===== config.mk =====
export PLATFORM = sky130hd
export DESIGN_NAME = bp_mmio_word_splitter
export DESIGN_NICKNAME = d
export VERILOG_FILES = /design/src/rtl/bp_mmio_word_splitter.sv
export SDC_FILE = /design/constraint.sdc
export NUM_CORES = 1
export LEC_CHECK = 0
export CORE_MARGIN = 2
export CORE_UTILIZATION = 35
export CTS_BUF_LIST = sky130_fd_sc_hd__clkbuf_4 sky130_fd_sc_hd__clkbuf_8 sky130_fd_sc_hd__clkbuf_16
export CTS_CLUSTER_DIAMETER = 120
export DETAILED_ROUTE_END_ITERATION = 8
export PLACE_DENSITY = 0.65
export SETUP_SLACK_MARGIN = 0.4
export SLEW_MARGIN = 20
export SYNTH_ARGS = -nofsm -noshare
export SYNTH_HDL_FRONTEND = slang
export SYNTH_SLANG_ARGS = --single-unit

===== constraint.sdc =====
create_clock -name clk_i -period 9.4 [get_ports clk_i]
set_input_delay 1.41 -clock clk_i [delete_from_list [all_inputs] [get_ports clk_i]]
set_output_delay 1.41 -clock clk_i [all_outputs]
set_load 0.02 [all_outputs]

===== src/rtl/bp_mmio_word_splitter.sv =====
// bp_mmio_word_splitter
// Bridges BlackParrot uncached I/O commands onto a 32-bit MMIO word port.
// 64-bit accesses become two in-order word accesses (low then high), narrower
// accesses pass through as one word, and word responses are merged back into
// one response per original command, returned in command order.
module bp_mmio_word_splitter #(
    parameter int paddr_width_p     = 40,
    parameter int tag_width_p       = 8,
    parameter int max_outstanding_p = 4
) (
    input  logic                     clk_i,
    input  logic                     reset_i,

    input  logic                     cmd_v_i,
    output logic                     cmd_ready_o,
    input  logic [paddr_width_p-1:0] cmd_addr_i,
    input  logic [1:0]               cmd_size_i,
    input  logic                     cmd_we_i,
    input  logic [63:0]              cmd_data_i,
    input  logic [tag_width_p-1:0]   cmd_tag_i,

    output logic                     word_v_o,
    input  logic                     word_ready_i,
    output logic [paddr_width_p-1:0] word_addr_o,
    output logic [1:0]               word_size_o,
    output logic                     word_we_o,
    output logic [31:0]              word_data_o,

    input  logic                     word_resp_v_i,
    output logic                     word_resp_yumi_o,
    input  logic [31:0]              word_resp_data_i,

    output logic                     resp_v_o,
    input  logic                     resp_ready_i,
    output logic [63:0]              resp_data_o,
    output logic                     resp_we_o,
    output logic [1:0]               resp_size_o,
    output logic [tag_width_p-1:0]   resp_tag_o
);

    localparam int ptr_w_lp  = (max_outstanding_p > 1) ? $clog2(max_outstanding_p) : 1;
    localparam int cnt_w_lp  = $clog2(max_outstanding_p + 1);
    localparam int meta_w_lp = tag_width_p + 4;

    localparam logic [ptr_w_lp-1:0] last_ptr_lp = ptr_w_lp'(max_outstanding_p - 1);
    localparam logic [cnt_w_lp-1:0] full_cnt_lp = cnt_w_lp'(max_outstanding_p);

    typedef enum logic [1:0] {e_idle, e_send_lo, e_send_hi} cmd_state_e;
    typedef enum logic {e_rlo, e_rhi} resp_state_e;

    cmd_state_e  cmd_state_r, cmd_state_n;
    resp_state_e resp_state_r, resp_state_n;

    // Accepted command, held while its word(s) are sent
    logic [paddr_width_p-1:0] cmd_addr_p0;
    logic [1:0]               cmd_size_p0;
    logic                     cmd_we_p0;
    logic [63:0]              cmd_data_p0;
    logic                     cmd_split_p0;

    // Metadata FIFO: {tag, size, we, split} per outstanding command
    logic [meta_w_lp-1:0] meta_mem [max_outstanding_p];
    logic [ptr_w_lp-1:0]  wr_ptr_r, rd_ptr_r;
    logic [cnt_w_lp-1:0]  count_r;
    logic                 fifo_full, fifo_empty;
    logic                 push, pop;

    logic [tag_width_p-1:0] head_tag;
    logic [1:0]             head_size;
    logic                   head_we;
    logic                   head_split;

    // Low half of a split response, waiting for its high half
    logic [31:0] lo_r;
    logic        lo_capture;

    assign fifo_full    = (count_r == full_cnt_lp);
    assign fifo_empty   = (count_r == '0);
    assign push         = cmd_v_i & cmd_ready_o;
    assign cmd_split_p0 = (cmd_size_p0 == 2'd3);

    assign {head_tag, head_size, head_we, head_split} = meta_mem[rd_ptr_r];

    // Command FSM state register
    always_ff @(posedge clk_i) begin
        if (!reset_i) begin
            cmd_state_r <= e_idle;
        end else begin
            cmd_state_r <= cmd_state_n;
        end
    end

    // Capture the command on upstream handshake; only read while not idle
    always_ff @(posedge clk_i) begin
        if (push) begin
            cmd_addr_p0 <= cmd_addr_i;
            cmd_size_p0 <= cmd_size_i;
            cmd_we_p0   <= cmd_we_i;
            cmd_data_p0 <= cmd_data_i;
        end
    end

    // Command FSM: upstream ready, word command generation, next state
    always_comb begin
        cmd_state_n = cmd_state_r;
        cmd_ready_o = 1'b0;
        word_v_o    = 1'b0;
        word_addr_o = '0;
        word_size_o = 2'd0;
        word_we_o   = 1'b0;
        word_data_o = 32'd0;
        case (cmd_state_r)
            e_idle: begin
                cmd_ready_o = ~fifo_full;
                if (cmd_v_i && !fifo_full) begin
                    cmd_state_n = e_send_lo;
                end
            end
            e_send_lo: begin
                word_v_o    = 1'b1;
                word_we_o   = cmd_we_p0;
                word_data_o = cmd_data_p0[31:0];
                if (cmd_split_p0) begin
                    word_addr_o = {cmd_addr_p0[paddr_width_p-1:3], 3'b000};
                    word_size_o = 2'd2;
                end else begin
                    word_addr_o = cmd_addr_p0;
                    word_size_o = cmd_size_p0;
                end
                if (word_ready_i) begin
                    cmd_state_n = cmd_split_p0 ? e_send_hi : e_idle;
                end
            end
            e_send_hi: begin
                word_v_o    = 1'b1;
                word_we_o   = cmd_we_p0;
                word_addr_o = {cmd_addr_p0[paddr_width_p-1:3], 3'b100};
                word_size_o = 2'd2;
                word_data_o = cmd_data_p0[63:32];
                if (word_ready_i) begin
                    cmd_state_n = e_idle;
                end
            end
            default: begin
                cmd_state_n = e_idle;
            end
        endcase
    end

    // Metadata FIFO storage; emptiness is tracked by count_r alone
    always_ff @(posedge clk_i) begin
        if (push) begin
            meta_mem[wr_ptr_r] <= {cmd_tag_i, cmd_size_i, cmd_we_i, (cmd_size_i == 2'd3)};
        end
    end

    // Metadata FIFO pointers and occupancy; push and pop may coincide
    always_ff @(posedge clk_i) begin
        if (!reset_i) begin
            wr_ptr_r <= '0;
            rd_ptr_r <= '0;
            count_r  <= '0;
        end else begin
            if (push) begin
                wr_ptr_r <= (wr_ptr_r == last_ptr_lp) ? '0 : wr_ptr_r + ptr_w_lp'(1);
            end
            if (pop) begin
                rd_ptr_r <= (rd_ptr_r == last_ptr_lp) ? '0 : rd_ptr_r + ptr_w_lp'(1);
            end
            case ({push, pop})
                2'b10:   count_r <= count_r + cnt_w_lp'(1);
                2'b01:   count_r <= count_r - cnt_w_lp'(1);
                default: count_r <= count_r;
            endcase
        end
    end

    // Response FSM state register and low-half capture
    always_ff @(posedge clk_i) begin
        if (!reset_i) begin
            resp_state_r <= e_rlo;
            lo_r         <= 32'd0;
        end else begin
            resp_state_r <= resp_state_n;
            if (lo_capture) begin
                lo_r <= word_resp_data_i;
            end
        end
    end

    // Response FSM: merge word responses for the command at the FIFO head
    always_comb begin
        logic take;
        take             = 1'b0;
        resp_state_n     = resp_state_r;
        resp_v_o         = 1'b0;
        resp_data_o      = 64'd0;
        resp_we_o        = 1'b0;
        resp_size_o      = 2'd0;
        resp_tag_o       = '0;
        word_resp_yumi_o = 1'b0;
        pop              = 1'b0;
        lo_capture       = 1'b0;
        if (!fifo_empty) begin
            resp_we_o   = head_we;
            resp_size_o = head_size;
            resp_tag_o  = head_tag;
            if (resp_state_r == e_rhi) begin
                resp_v_o         = word_resp_v_i;
                resp_data_o      = {word_resp_data_i, lo_r};
                take             = word_resp_v_i & resp_ready_i;
                word_resp_yumi_o = take;
                pop              = take;
                if (take) begin
                    resp_state_n = e_rlo;
                end
            end else if (head_split) begin
                word_resp_yumi_o = word_resp_v_i;
                lo_capture       = word_resp_v_i;
                if (word_resp_v_i) begin
                    resp_state_n = e_rhi;
                end
            end else begin
                resp_v_o         = word_resp_v_i;
                resp_data_o      = {32'd0, word_resp_data_i};
                take             = word_resp_v_i & resp_ready_i;
                word_resp_yumi_o = take;
                pop              = take;
            end
        end
    end

    // A word response with nothing outstanding indicates a broken bridge
    a_resp_without_cmd: assert property (@(posedge clk_i) disable iff (!reset_i)
        !(word_resp_v_i && fifo_empty));

endmodule


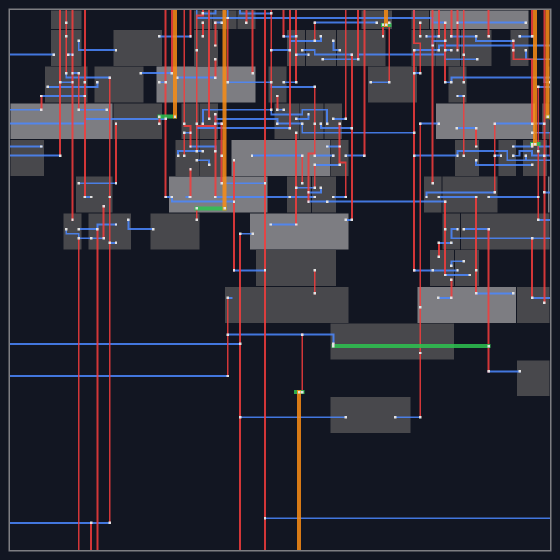
run_1/closeup.png
Region (60, 92) to (100, 132) um. Cells in grey, sequential cells in the stronger grey; small squares are vias.
red -> M2
green -> M3
blue -> M1
orange -> M4
most frequent = nand2_1 (15)
sequential cells in the window = 8
cells with their middle in the window = 58
netlist names of flops here include = lo_r (7), cmd_addr_p0 (1)

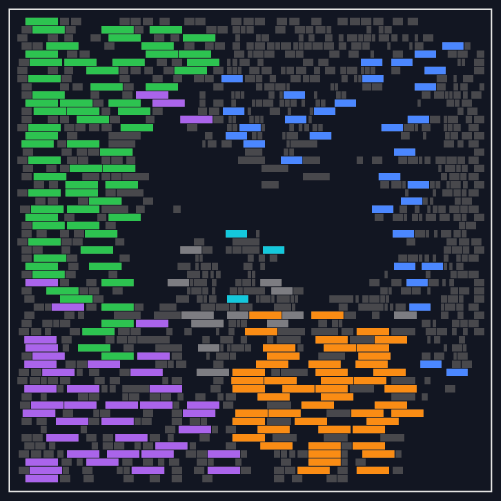
run_1/ff_map.png
Scale: 3 px per um. Other sequential cells in the stronger grey, the rest of the logic in the fainter grey.
orange -> meta_mem  # sequential cells 48
cyan -> count_r  # sequential cells 3
blue -> lo_r  # sequential cells 32
purple -> cmd_addr_p0  # sequential cells 40, where bottom left
green -> cmd_data_p0  # sequential cells 64
not coloured = 12
final core utilization: 0.517
Power Sequential: 1.15 mW
flop share of the area: 0.443
Flop area: 0.00554 mm2

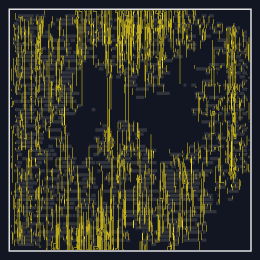
run_1/m2.png
Scale: 1.5 px per um. Cells faint in the background.
wire length on this layer = 10100 um
longest straight run = 76.2 um
share of all routed wire = 48%
final WL: 20.9 mm
met2 Usage GRT: 0.271

==> results.sh, run 1 <==
# flow metrics
export IMPL_p_leak_nw=4.36
export IMPL_synthArstFlopShare=0
export IMPL_ys_seq_elements=199
export IMPL_comb_cell_power_mw=0.881
export IMPL_worstMarginPinSlew_ps=977
export IMPL_crit_arrival_ps=3370
export IMPL_crit_fanout=32
export IMPL_intPower_mw=1.90
export IMPL_grt_pass1_vias=5998
export IMPL_synthSimpleGateAreaFrac=0.173
export IMPL_first_pass_iters=4
export IMPL_warning_count=32
export IMPL_ys_sh_adder=0.0170
export IMPL_cts_sinks=199
export IMPL_setup_violations=0
export IMPL_rsz0062_at_grt="no"
export IMPL_setup_tns_ps=0
export IMPL_ir_worst_vdd_v=0.000125
export IMPL_slew_violations=0
export IMPL_clock_skew_ps=16.5
export IMPL_relSlewSlack=0.335
export IMPL_grt_start_max_net_pins=93
export IMPL_finalPower_mw=2.83
export IMPL_dpl_worst_slack_ps=5050
export IMPL_p_seq_frac=0.407
export IMPL_cts_root_buf="clkbuf_16"
export IMPL_fin_ws_ps=4620
export IMPL_status="complete, no violations"
export IMPL_netlist_area_leader_share=0.545
export IMPL_vias=6042
export IMPL_top_cells_by_area="edfxtp_1 54%, dfxtp_1 10%, and2_1 4.3%"
export IMPL_ys_types=39
export IMPL_avgSynthCellArea_um2=13.1
export IMPL_fin_crit_ps=4780
export IMPL_cts_buffer_depth=2
export IMPL_holdCritPathClass="flop to flop"
export IMPL_drc_errors=0
export IMPL_drtIter0Drc=333
export IMPL_grt_use_total=0.162
export IMPL_swShare=0.328
export IMPL_xor_share=0.00205
export IMPL_clk_power_mw=0.799
export IMPL_drive_gt1_frac=0.102
export IMPL_cts_tree="yes"
export IMPL_die_x_um=160
export IMPL_max_freq_mhz=209
export IMPL_die_area_mm2=0.0257
export IMPL_htree_num_levels=4
export IMPL_synthToLayoutAreaGrowth_pct=46.4
export IMPL_syn_area_mm2=0.00854
export IMPL_worst_setup_path_end_kind="primary output"
export IMPL_path_class="flop to primary output"
export IMPL_p_sw_mw=0.928
export IMPL_ff_type="edfxtp_1"
export IMPL_layout_nets=1098
export IMPL_wire_per_inst_um=16.5
export IMPL_yosysChipArea_mm2=0.00854
export IMPL_die_h_um=160
export IMPL_rows=57
export IMPL_final_layout_top_logic_cells="305 x clkdlybuf4s50_1, 155 x edfxtp_1, 79 x nand2_1, 59 x and2_1, 43 x dfxtp_1"
export IMPL_period_used=0.508
export IMPL_clk_insertion_delay_late_ps=430
export IMPL_routed_via_density=4.75
export IMPL_logic_family="simple AND/OR/NAND/NOR gates"
export IMPL_start_kind="flop"
export IMPL_mux_share=0.0406
export IMPL_grt_pass1_wl_mm=32.5
export IMPL_grt_antenna_before_repair=1
export IMPL_dp_hpwl_mm=14.4
export IMPL_postCtsHoldBufs=0
export IMPL_combPwrFrac=0.311
export IMPL_yosysCellCount=654
export IMPL_power_leader="registers"
export IMPL_yosysWarningCount=0
export IMPL_post_cts_buffers=0
export IMPL_syn_inst=654
export IMPL_syn_nets=818
export IMPL_layout_top_cell="clkdlybuf4s50_1"
export IMPL_io_pins=307
export IMPL_ys_seq_share=0.648
export IMPL_clkTransAtPathRegs_ps=70
export IMPL_edf_count=155
export IMPL_gp_congestion=0.748
export IMPL_cp_data_required_time_ps=7990
export IMPL_place_port_buffers=306
export IMPL_synth_compound_area_share=0.0860
export IMPL_cts_resized=0
export IMPL_most_common_cell="edfxtp_1"
export IMPL_ant_nets=0
export IMPL_cts_buffers=17
export IMPL_p_clk_frac=0.282
export IMPL_p_per_area_mw_per_mm2=226
export IMPL_finalHoldViolCount=0
export IMPL_maxCapViolCount=0
export IMPL_synth_area_leader_cell="edfxtp_1"
export IMPL_common_cells="155 x edfxtp_1, 79 x nand2_1, 59 x and2_1"
export IMPL_grt_overflow_total=0
export IMPL_fp_util=0.353
export IMPL_core_area_mm2=0.0242
run 1: sequential cells by signal, summed over array words and instances (netlist names), named ones only:
name / count
cmd_data_p0: 64
lo_r: 32
meta_mem: 48
rd_ptr_r: 2
count_r: 3
cmd_we_p0: 1
cmd_size_p0: 2
resp_state_r: 1
wr_ptr_r: 2
cmd_state_r: 2
cmd_addr_p0: 40
run 1: layer usage:
layer	wire (um)	GRT usage	vias up
li1	-	-	2961
met1	8500	0.187	2831
met2	10100	0.271	227
met3	2000	0.0722	23
met4	374	0.0500	0
met5	0	0	-
run 1: worst paths after layout:
kind | start | to | slack, ps | cells past startpoint
min reg2reg | lo_r[5] | lo_r[5] | 460 | 2
min | lo_r[5] | lo_r[5] | 460 | 2
max | flop | resp_data_o[10] | 4620 | 5
max reg2reg | flop | count_r[2] | 6320 | 9
run 1: stage by stage:
| stage | instance area, um2 | hold WS [ps] | cells | util |
|---|---|---|---|---|
| detailed placement | 11800 | 447 | 1239 | 0.490 |
| floorplan | 8540 | 437 | 654 | - |
| global placement | 11800 | 444 | 1239 | 0.490 |
| global route | 12500 | 479 | 1271 | 0.517 |
| CTS | 12500 | 460 | 1271 | 0.517 |
| finish | 12500 | 458 | 1272 | 0.517 |
run 1: cell type report:
type                    instances  area [um2]
fillers                      2085       11700
multi-input cells             394        2760
clock inverters                15         231
repair buffers                314        3120
flip-flops and latches        199        5540
clock buffers                  17         425
diodes                          1        2.50
well taps                     324         405
inverters                       8        32.5
run 1: worst max-delay path: stages, from the launching register on:
cell,delay [ps]
dfxtp_1,730
mux2_2,450
mux2i_4,770
nand3b_1,170
a21oi_1,180
clkdlybuf4s50_1,630
## Run 2: what changed since run 1
--- a/config.mk
+++ b/config.mk
@@ -10,7 +10,7 @@
 export CTS_BUF_LIST = sky130_fd_sc_hd__clkbuf_4 sky130_fd_sc_hd__clkbuf_8 sky130_fd_sc_hd__clkbuf_16
 export CTS_CLUSTER_DIAMETER = 120
 export DETAILED_ROUTE_END_ITERATION = 8
-export PLACE_DENSITY = 0.65
+export PLACE_DENSITY = 0.68
 export SETUP_SLACK_MARGIN = 0.4
 export SLEW_MARGIN = 20
 export SYNTH_ARGS = -nofsm -noshare
==> constraint.sdc (replaced) <==
create_clock -name clk_i -period 4.2 [get_ports clk_i]
set_input_delay 0.63 -clock clk_i [delete_from_list [all_inputs] [get_ports clk_i]]
set_output_delay 0.63 -clock clk_i [all_outputs]
set_load 0.02 [all_outputs]
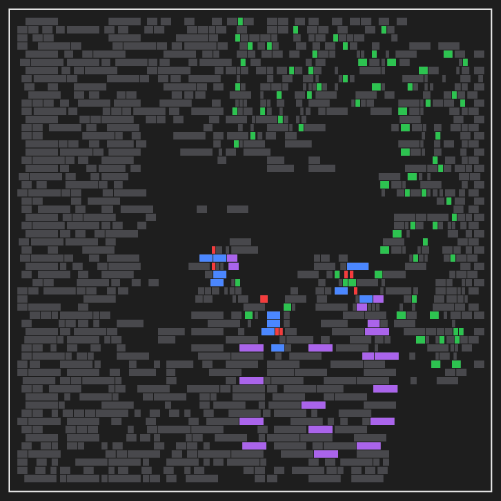
run_2/gates.png
Scale: 3 px per um.
purple -> mux cells  # cells 19
blue -> fa/ha/maj cells  # cells 11, where middle
red -> inv cells  # cells 8, where middle
green -> aoi and oai cells  # cells 71
logic share of the area: 0.221
dominant logic cell type in the layout: clkdlybuf4s50_1
Non-Filler Instances: 1275

==> results.sh, run 2 <==
# flow metrics
export IMPL_cp_top_family="buffers and inverters"
export IMPL_rsz0062_at_grt="no"
export IMPL_p_leak_nw=4.33
export IMPL_ys_types=39
export IMPL_crit_chain="mux2_2, mux2i_4, buf_4, nand3b_1, a21oi_1, clkdlybuf4s50_1"
export IMPL_drc_errors=0
export IMPL_top_cells_by_area="edfxtp_1 54%, dfxtp_1 10%, and2_1 4.3%"
export IMPL_flop_area_mm2=0.00554
export IMPL_most_common_cell="edfxtp_1"
export IMPL_setup_violations=0
export IMPL_timing_rr_start="resp_state_r"
export IMPL_r2r_end="count_r[2]"
export IMPL_status="complete, no violations"
export IMPL_gp_congestion=0.791
export IMPL_io_pins=307
export IMPL_reg2regPathDepth=9
export IMPL_place_port_buffers=306
export IMPL_start_kind="flop"
export IMPL_postCtsHoldBufs=0
export IMPL_synthArstFlopShare=0
export IMPL_die_area_mm2=0.0257
export IMPL_synthToLayoutAreaGrowth_pct=45.8
export IMPL_die_x_um=160
export IMPL_maxCapViolCount=0
export IMPL_wire_per_inst_um=16.6
export IMPL_relSlewSlack=0.326
export IMPL_place_area_mm2=0.0119
export IMPL_setup_tns_ps=0
export IMPL_ys_seq_share=0.648
export IMPL_cp_num_buf_inv=2
export IMPL_reg2reg_slack_ps=1270
export IMPL_syn_nets=818
export IMPL_netlist_area_leader_share=0.545
export IMPL_yosysWarningCount=0
export IMPL_dp_cells=1243
export IMPL_grt_overflow_total=0
export IMPL_finalHoldViolCount=0
export IMPL_worst_setup_path_end_kind="primary output"
export IMPL_drt_wl_total_mm=21.2
export IMPL_drtIter0Drc=271
export IMPL_layout_nets=1102
export IMPL_fin_crit_ps=3390
export IMPL_finalPower_mw=6.16
export IMPL_warning_count=32
export IMPL_cts_root_buf="clkbuf_16"
export IMPL_registers_top_by_ff_count="cmd_data_p0"
export IMPL_edf_count=155
export IMPL_avgSynthCellArea_um2=13.1
export IMPL_max_freq_mhz=295
export IMPL_core_area_mm2=0.0242
export IMPL_holdCritPathClass="flop to flop"
export IMPL_syn_area_mm2=0.00854
export IMPL_p_per_area_mw_per_mm2=494
export IMPL_clock_skew_ps=12.9
export IMPL_grt_pass1_vias=6080
export IMPL_grt_antenna_before_repair=0
export IMPL_grt_use_total=0.165
export IMPL_dpl_worst_slack_ps=1160
export IMPL_crit_arrival_ps=2760
export IMPL_cts_buffer_depth=2
export IMPL_common_cells="155 x edfxtp_1, 79 x nand2_1, 59 x and2_1"
export IMPL_largest_reg_flops=64
export IMPL_ff_type="edfxtp_1"
export IMPL_holdPathStages=2
export IMPL_final_layout_top_logic_cells="305 x clkdlybuf4s50_1, 155 x edfxtp_1, 79 x nand2_1, 59 x and2_1, 43 x dfxtp_1"
export IMPL_clkTransAtPathRegs_ps=70
export IMPL_endpoint="resp_data_o[9]"
export IMPL_crit_fanout=32
export IMPL_cts_resized=0
export IMPL_nFillCells=2047
export IMPL_first_pass_iters=4
export IMPL_rows=57
export IMPL_fin_ws_ps=808
export IMPL_dp_hpwl_mm=14.9
export IMPL_top_regs="cmd_data_p0 x64, meta_mem x48, cmd_addr_p0 x40"
export IMPL_num_antenna_cells=0
export IMPL_fp_util=0.353
export IMPL_cp_data_required_time_ps=3570
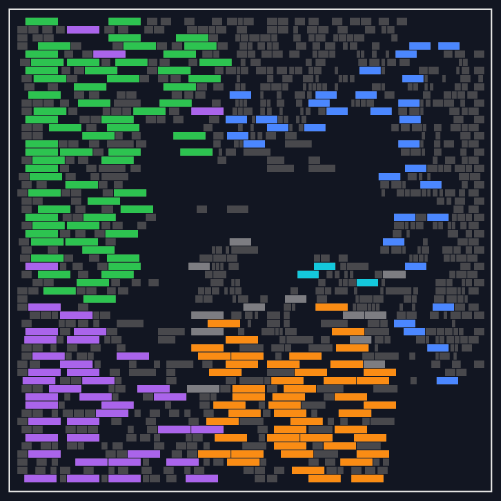
run_2/ff_map.png
Scale: 3 px per um. Other sequential cells in the stronger grey, the rest of the logic in the fainter grey.
blue -> lo_r  # sequential cells 32
cyan -> count_r  # sequential cells 3
orange -> meta_mem  # sequential cells 48
green -> cmd_data_p0  # sequential cells 64
purple -> cmd_addr_p0  # sequential cells 40, where bottom left
final core utilization: 0.515
flop share of the area: 0.444
Power Sequential: 2.59 mW

[run 2: routing by layer]
metal	share of wire	global-route usage
met1	0.39	0.190
met2	0.50	0.284
met3	0.093	0.0670
met4	0.016	0.0487
met5	0	0
[run 2: worst min-delay path by stage]
stage | slack, ps | from | endpoint
floorplan | 440 | lo_r[10] | lo_r[10]
global placement | 440 | lo_r[25] | lo_r[25]
detailed placement | 450 | lo_r[19] | lo_r[19]
CTS | 460 | lo_r[19] | lo_r[19]
global route | 470 | lo_r[24] | lo_r[24]
finish | 460 | lo_r[22] | lo_r[22]
[run 2: logic make-up after synthesis]
| group | count (synthesis) | share of synthesized area |
|---|---|---|
| multiplexers | 19 | 0.0406 |
| AND-OR/OR-AND | 106 | 0.0860 |
| buffers and inverters | 61 | 0.0335 |
| AND/OR/NAND/NOR | 256 | 0.173 |
| XOR/XNOR | 2 | 0.00205 |
| flip-flops | 199 | 0.648 |
| adder cells (fa/ha/maj) | 11 | 0.0170 |
[run 2: layout make-up]
type                    instances  share of cell area
flip-flops and latches        199               0.444
repair buffers                318               0.254
multi-input cells             394               0.221
clock buffers                  19              0.0353
well taps                     324              0.0325
clock inverters                13              0.0109
inverters                       8             0.00271
[run 2: worst reg2reg max path: cells and delay by family, from the launching register on]
kind | cells | cell delay, ps
AND/OR/NAND/NOR | 3 | 680
buffers and inverters | 1 | 60
XOR/XNOR | 1 | 160
AND-OR/OR-AND | 2 | 470
flip-flops | 1 | 870
adder cells (fa/ha/maj) | 2 | 620
[run 2: report_power, final]
| group | internal [mW] | switching, mW | total, mW | leakage, nW |
|---|---|---|---|---|
| registers | 2.47 | 0.122 | 2.59 | 1.82 |
| logic | 0.859 | 1.12 | 1.98 | 2.24 |
| clock network | 0.805 | 0.783 | 1.59 | 0.278 |
| total | 4.13 | 2.03 | 6.16 | 4.33 |
## Run 3: what changed since run 2
--- a/config.mk
+++ b/config.mk
@@ -10,7 +10,7 @@
 export CTS_BUF_LIST = sky130_fd_sc_hd__clkbuf_4 sky130_fd_sc_hd__clkbuf_8 sky130_fd_sc_hd__clkbuf_16
 export CTS_CLUSTER_DIAMETER = 120
 export DETAILED_ROUTE_END_ITERATION = 8
-export PLACE_DENSITY = 0.68
+export PLACE_DENSITY = 0.65
 export SETUP_SLACK_MARGIN = 0.4
 export SLEW_MARGIN = 20
 export SYNTH_ARGS = -nofsm -noshare
==> constraint.sdc (replaced) <==
create_clock -name clk_i -period 3.4 [get_ports clk_i]
set_input_delay 0.51 -clock clk_i [delete_from_list [all_inputs] [get_ports clk_i]]
set_output_delay 0.51 -clock clk_i [all_outputs]
set_load 0.02 [all_outputs]
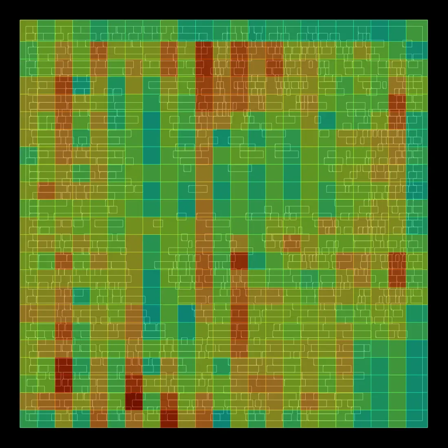
run_3/congestion_map.png
GRT Total Usage: 0.166
grt met1 use: 0.191
met2 Usage GRT: 0.283
gr busiest metal: met2
final core utilization: 0.524

==> results.sh, run 3 <==
# flow metrics
export IMPL_status="complete, no violations"
export IMPL_combGateArea_mm2=0.00278
export IMPL_die_h_um=160
export IMPL_mux_share=0.0406
export IMPL_largest_reg_flops=64
export IMPL_io_pins=307
export IMPL_core_area_mm2=0.0242
export IMPL_yosysCellCount=654
export IMPL_cts_buffers=17
export IMPL_ys_seq_elements=199
export IMPL_synthArstFlopShare=0
export IMPL_relSlewSlack=0.542
export IMPL_place_port_buffers=306
export IMPL_layout_top_cell="clkdlybuf4s50_1"
export IMPL_cts_sinks=199
export IMPL_stdcell_count=1282
export IMPL_crit_arrival_ps=2280
export IMPL_worstMarginPinSlew_ps=685
export IMPL_grt_pass1_wl_mm=33.2
export IMPL_xor_share=0.00205
export IMPL_grt_pass1_vias=6017
export IMPL_routed_via_density=4.76
export IMPL_most_common_cell="edfxtp_1"
export IMPL_cts_tree="yes"
export IMPL_crit_fanout=35
export IMPL_fp_util=0.353
export IMPL_wire_per_inst_um=16.7
export IMPL_period_used=0.821
export IMPL_num_antenna_cells=0
export IMPL_ant_nets=0
export IMPL_dpl_worst_slack_ps=500
export IMPL_min_from="lo_r[27]"
export IMPL_first_pass_iters=4
export IMPL_fin_crit_ps=2790
export IMPL_die_area_mm2=0.0257
export IMPL_die_x_um=160
export IMPL_layout_nets=1109
export IMPL_finalHoldViolCount=0
export IMPL_combPwrFrac=0.311
export IMPL_swShare=0.332
export IMPL_registers_top_by_ff_count="cmd_data_p0"
export IMPL_ys_types=39
export IMPL_grt_antenna_before_repair=0
export IMPL_max_freq_mhz=358
export IMPL_drc_errors=0
export IMPL_logic_family="simple AND/OR/NAND/NOR gates"
export IMPL_top_regs="cmd_data_p0 x64, meta_mem x48, cmd_addr_p0 x40"
export IMPL_intPower_mw=5.22
export IMPL_syn_nets=818
export IMPL_setup_violations=0
export IMPL_fin_ws_ps=609
export IMPL_avgSynthCellArea_um2=13.1
export IMPL_place_area_mm2=0.0120
export IMPL_cts_root_buf="clkbuf_16"
export IMPL_grt_start_max_net_pins=89
export IMPL_netlist_area_leader_share=0.545
export IMPL_cts_buffer_depth=2
export IMPL_yosysChipArea_mm2=0.00854
export IMPL_ys_sh_adder=0.0170
export IMPL_ys_seq_share=0.648
export IMPL_final_cell_area_mm2=0.0127
export IMPL_nFillCells=2097
export IMPL_drtIter0Drc=228
export IMPL_synth_compound_area_share=0.0860
export IMPL_ir_worst_vdd_v=0.000339
export IMPL_synthToLayoutAreaGrowth_pct=48.3
export IMPL_dp_hpwl_mm=15.3
export IMPL_setup_tns_ps=0
export IMPL_worst_setup_path_end_kind="primary output"
export IMPL_flop_area_mm2=0.00554
export IMPL_rsz0062_at_grt="no"
export IMPL_drive_gt1_frac=0.124
export IMPL_path_class="flop to primary output"
export IMPL_htree_num_levels=4
export IMPL_clock_skew_ps=15.0
export IMPL_synthSimpleGateAreaFrac=0.173
export IMPL_p_sw_mw=2.60
export IMPL_p_seq_frac=0.405
export IMPL_clk_insertion_delay_late_ps=430
export IMPL_rows=57
export IMPL_warning_count=34
export IMPL_hold_ws_ps=457
export IMPL_crit_start="cmd_state_r[1]"
export IMPL_start_kind="flop"
export IMPL_p_leak_nw=5.27
export IMPL_yosysWarningCount=0
export IMPL_clkTransAtPathRegs_ps=80
export IMPL_grt_overflow_total=0
export IMPL_ff_type="edfxtp_1"
export IMPL_edf_count=155
export IMPL_top_cells_by_area="edfxtp_1 54%, dfxtp_1 10%, and2_1 4.3%"
export IMPL_syn_inst=654
export IMPL_gp_congestion=0.758
export IMPL_synth_area_leader_cell="edfxtp_1"
export IMPL_holdCritPathClass="flop to flop"
export IMPL_cp_data_required_time_ps=2890
export IMPL_common_cells="155 x edfxtp_1, 79 x nand2_1, 59 x and2_1"
export IMPL_final_layout_top_logic_cells="201 x clkdlybuf4s50_1, 155 x edfxtp_1, 79 x nand2_1, 78 x dlygate4sd2_1, 53 x and2_1"
export IMPL_syn_area_mm2=0.00854
export IMPL_slew_violations=0
export IMPL_dp_cells=1248
export IMPL_p_clk_frac=0.283
export IMPL_p_per_area_mw_per_mm2=617
export IMPL_maxCapViolCount=0
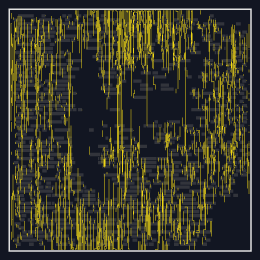
run_3/m2.png
Scale: 1.5 px per um. Cells faint in the background.
wire length on this layer = 10600 um
longest straight run = 75.8 um
final WL: 21.4 mm
vias post-DR: 6100

[run 3: cell counts after synthesis]
Identical to the previous run, type by type.
[run 3: timing repair]
item | 4_1_cts | 5_1_grt
setup buffers | 2 | 0
endpoints found under the setup margin | 104 | 59
gates resized | 82 | 29
hold buffers | 0 | 0
[run 3: worst max-delay path: stages (launching register included)]
cell,delay [ps]
dfxtp_1,370
inv_1,90
ha_2,370
and2_2,220
buf_12,210
a22o_1,230
dlygate4sd2_1,350
[run 3: routing by layer]
layer / wire (um) / vias to the layer above / track usage
met3: 1930 / 24 / 0.0629
met4: 414 / 0 / 0.0581
met2: 10600 / 226 / 0.283
met5: 0 / - / 0
met1: 8530 / 2877 / 0.191
li1: - / 2973 / -
[run 3: cell type report]
type                    instances  share of cell area
repair buffers                325               0.257
well taps                     324              0.0320
multi-input cells             394               0.219
flip-flops and latches        199               0.437
clock inverters                15              0.0187
clock buffers                  17              0.0336
inverters                       8             0.00267
[run 3: stage by stage]
stage	power (mW)	util
finish	7.82	0.524
global route	8.23	0.524
CTS	7.94	0.521
detailed placement	5.80	0.497
global placement	5.78	0.497
floorplan	4.62	-
[run 3: power groups by stage]
| stage | clock network, mW | logic (mW) | registers [mW] |
|---|---|---|---|
| global route | 2.39 | 2.64 | 3.20 |
| CTS | 2.28 | 2.48 | 3.17 |
| floorplan | 0 | 1.42 | 3.20 |
| finish | 2.22 | 2.44 | 3.17 |
| global placement | 0 | 2.57 | 3.21 |
| detailed placement | 0 | 2.58 | 3.23 |
[run 3: final timing paths]
path	to	slack [ps]	depth (start not counted)
max	word_data_o[6]	610	6
min	lo_r[27]	460	2
max reg2reg	count_r[2]	670	9
min reg2reg	lo_r[27]	460	2
Power and IR drop assume default switching activity.
